==> config.mk <==
export PLATFORM = sky130hd
export DESIGN_NAME = shift_register_lanes
export DESIGN_NICKNAME = d
export VERILOG_FILES = /design/src/rtl/shift_register_lanes.sv
export SDC_FILE = /design/constraint.sdc
export NUM_CORES = 1
export LEC_CHECK = 0
export CORE_ASPECT_RATIO = 0.6
export CORE_MARGIN = 8
export CORE_UTILIZATION = 46
export CTS_CLUSTER_DIAMETER = 60
export DETAILED_ROUTE_END_ITERATION = 12
export GPL_ROUTABILITY_DRIVEN = 0
export PLACE_DENSITY = 0.92
export SLEW_MARGIN = 0
export SYNTH_ARGS = -nofsm -noshare
export SYNTH_HDL_FRONTEND = slang
export SYNTH_SLANG_ARGS = --single-unit
==> constraint.sdc <==
create_clock -name clk_i -period 2.6 [get_ports clk_i]
set_clock_uncertainty 0.2 [all_clocks]
set_input_delay 0.52 -clock clk_i [delete_from_list [all_inputs] [get_ports clk_i]]
set_output_delay 0.52 -clock clk_i [all_outputs]
set_load 0.03 [all_outputs]
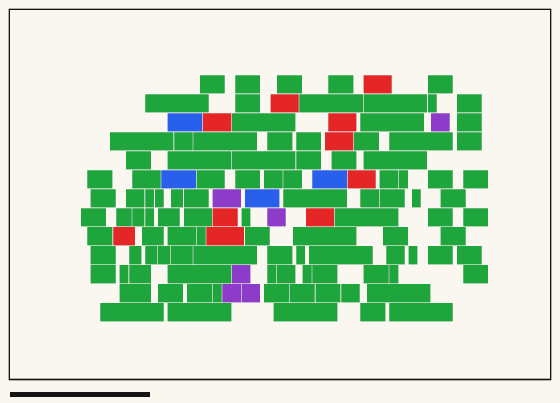
(images/drive_strength.png)
Scale bar: 20 um.
| color | size | cells | share | most used |
|---|---|---|---|---|
| purple | drive 3 to 4 | 6 | 4.8% | buf_4 |
| red | drive 2 | 10 | 8.0% | mux2_2 |
| blue | drive 6 and up | 4 | 3.2% | clkbuf_8 |
| green | drive 1 or less | 105 | 84% | clkdlybuf4s50_1 |
number of non-clock buffers: 41
area added between synthesis and finish: 43.7%

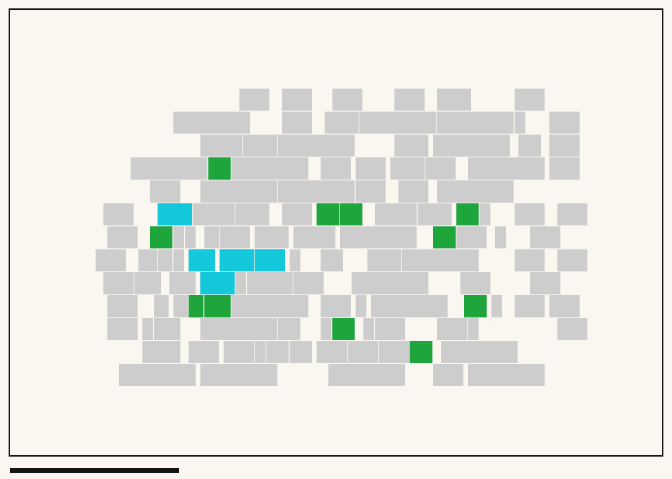
(images/gate_families.png)
Scale bar: 20 um.
| color | family | cells | most used |
|---|---|---|---|
| cyan | AND-OR and OR-AND gates | 5 | a2111o_1 |
| green | inverting AOI/OAI gates | 11 | a211oi_1 |
logic share of the area: 0.295
most frequent logic cell in the layout: sky130_fd_sc_hd__clkdlybuf4s50_1
number of cells in the finished layout apart from fillers: 155

==> impl_summary.log <==
[flow] summary of implementation run
[metrics] clk latency late pin: about 260 ps
[metrics] sequential logic power: 370 uW
[metrics] proportion of synthesized area in mux cells: 0.164
[metrics] FF-to-FF path depth: 4
[metrics] sequential cell fraction of total power: 0.493
[metrics] CTS tree: done
[metrics] via-per-instance ratio: 5.23
[metrics] Largest area class, layout: flip-flops and latches
[metrics] io pins: 38
[metrics] vias: between 800 and 900
[metrics] mean instance size in the synthesized netlist: roughly 12 sq um
[metrics] xor/xnor cell area share of the yosys netlist: 0
[metrics] total overflow reported by the global router: 0
[metrics] Sw Ratio: 0.264
[metrics] Logic pwr share: 0.181
[metrics] most used cells in the layout excluding fill and tap cells: 36 x sky130_fd_sc_hd__clkdlybuf4s50_1, 22 x sky130_fd_sc_hd__dfrtp_1, 10 x sky130_fd_sc_hd__nor2_1, 8 x sky130_fd_sc_hd__mux2i_1, 8 x sky130_fd_sc_hd__a211oi_1
[metrics] class of the tightest hold or removal check: reg -> reg
[metrics] die boundary height: approximately 53 um
[metrics] static leakage: 0.000687 uW
[metrics] dominant kind of combinational cell: multiplexers
[metrics] internal power contribution: 552 uW
[metrics] data arrival time of the critical path: ~1500 ps
[metrics] Syn Std Cell Area: between 0.001 and 0.0015 sq mm
[metrics] Floorplan Nets: 101
[metrics] max-capacitance violation count: 0
[metrics] number of setup buffers added after CTS: 0
[metrics] transition time at the pin with the least slew margin: 332 ps
[metrics] Slew headroom: 0.778
[metrics] number of nets with antenna violations after routing: 0
[metrics] clock input transition at the sequential cells of the worst setup and hold paths: ~80 ps
[metrics] count of clock buffers in the final design: 4
[metrics] share of cells above drive strength 1: 0.160
[metrics] flop share of the area: 0.369
[metrics] Design Area, Final: 0.00149 sq mm
[metrics] logic depth of the worst path, buffers included: 1
[metrics] outcome: finished, final reports clean
[metrics] category of cells accounting for the largest share of critical-path delay: buffers and inverters
[metrics] floorplan-stage core utilization: 0.484
[metrics] highest-delay cell along the critical path: sky130_fd_sc_hd__clkdlybuf4s50_1
[metrics] initial DRC count: approximately 57
[metrics] Final setup viols: 0
[metrics] simple-gate share of the synthesized area: 0.119
[metrics] Fill cells: around 170
[metrics] detailed-route wire length: 2.56 mm
[metrics] peak fanout along the critical path: 9
[metrics] number of ordinary inverters in the final layout: 3
[metrics] post-route minimum period: around 2200 ps
[metrics] flop2flop setup slack: between 700 and 800 ps
[metrics] crit path capture type: output port
[metrics] Seq/Total Area, Yosys: 0.530
[metrics] Setup CP Type: reg -> out
[metrics] Core ar.: about 0.0021 sq mm
[metrics] top cells by area, synth: sky130_fd_sc_hd__dfrtp_1 53%, sky130_fd_sc_hd__mux2i_1 7.7%, sky130_fd_sc_hd__mux2_2 7.6%
[metrics] warning total across the stage logs: 26
[metrics] number of cells traversed by the worst hold path: 1
[metrics] total of flip-flops plus latches after synthesis: 22
[metrics] depth of the CTS H-tree: 1
[metrics] Clk power: between 200 and 250 uW
[metrics] register cell area after layout: around 550 sq um
[metrics] area occupied by multi-input gates: approximately 440 sq um
[metrics] cell area after placement: between 0.001 and 0.0015 sq mm
[metrics] relative area of non-clock buffer cells in the final design: 0.267
[metrics] largest area contributor in the netlist: sky130_fd_sc_hd__dfrtp_1
[metrics] unrepaired setup endpoints after global routing: no
[metrics] CP required: approximately 1900 ps
[metrics] final sequential cell count: 22
[metrics] Hold-fix buffers, CTS: 0
[metrics] biggest cell delay along the critical path: between 700 and 800 ps
[metrics] fraction of the mapped netlist area in compound gates: 0.129
[metrics] n_diodes: 0
[metrics] routed wirelength normalized by instance count: 16.5 um
[metrics] Combinational Gates: roughly 55
[metrics] HPWL reported at the end of detailed placement: around 2 mm
[metrics] Max Slew Vio Count: 0
metal layers:
metal / wire length [um] / up-vias / part of all wire / GRT usage
met1: 1190 / 380 / 0.47 / 0.161
met5: 0 / - / 0 / 0
met4: 28 / 0 / 0.011 / 0.0497
li1: - / 389 / - / -
met3: 198 / 5 / 0.077 / 0.0531
met2: 1140 / 37 / 0.44 / 0.210
through the flow:
step           setup slack, ps  instances  hold WS (ps)  total power [uW]   util
4_1_cts                    370        155           310               753  0.695
3_5_place_dp               275        151           278               513  0.670
3_3_place_gp               329        151           297               509  0.670
2_1_floorplan              754         86           309               449      -
6_report                   376        155           305               750  0.695
5_1_grt                    317        155           319               776  0.695
synthesized netlist by cell type:
cell type	number
sky130_fd_sc_hd__nand4b_2	1
sky130_fd_sc_hd__a2111o_1	2
sky130_fd_sc_hd__o2111a_1	1
sky130_fd_sc_hd__a32oi_1	1
sky130_fd_sc_hd__o21ai_1	1
sky130_fd_sc_hd__dfrtp_1	22
sky130_fd_sc_hd__mux2_2	7
sky130_fd_sc_hd__nand2b_2	1
sky130_fd_sc_hd__nor2_4	1
sky130_fd_sc_hd__buf_4	3
sky130_fd_sc_hd__a211oi_1	8
sky130_fd_sc_hd__nand2_1	2
sky130_fd_sc_hd__mux2_1	1
sky130_fd_sc_hd__nand2b_1	1
sky130_fd_sc_hd__inv_1	3
sky130_fd_sc_hd__nor2_1	10
sky130_fd_sc_hd__o211ai_1	1
sky130_fd_sc_hd__mux2i_1	8
sky130_fd_sc_hd__o31a_1	1
sky130_fd_sc_hd__and3b_1	1
sky130_fd_sc_hd__nand3_1	4
sky130_fd_sc_hd__ha_1	1
sky130_fd_sc_hd__buf_2	2
sky130_fd_sc_hd__nand4b_1	1
sky130_fd_sc_hd__o21ba_2	1
sky130_fd_sc_hd__clkbuf_1	1
Power and IR drop assume default switching activity.
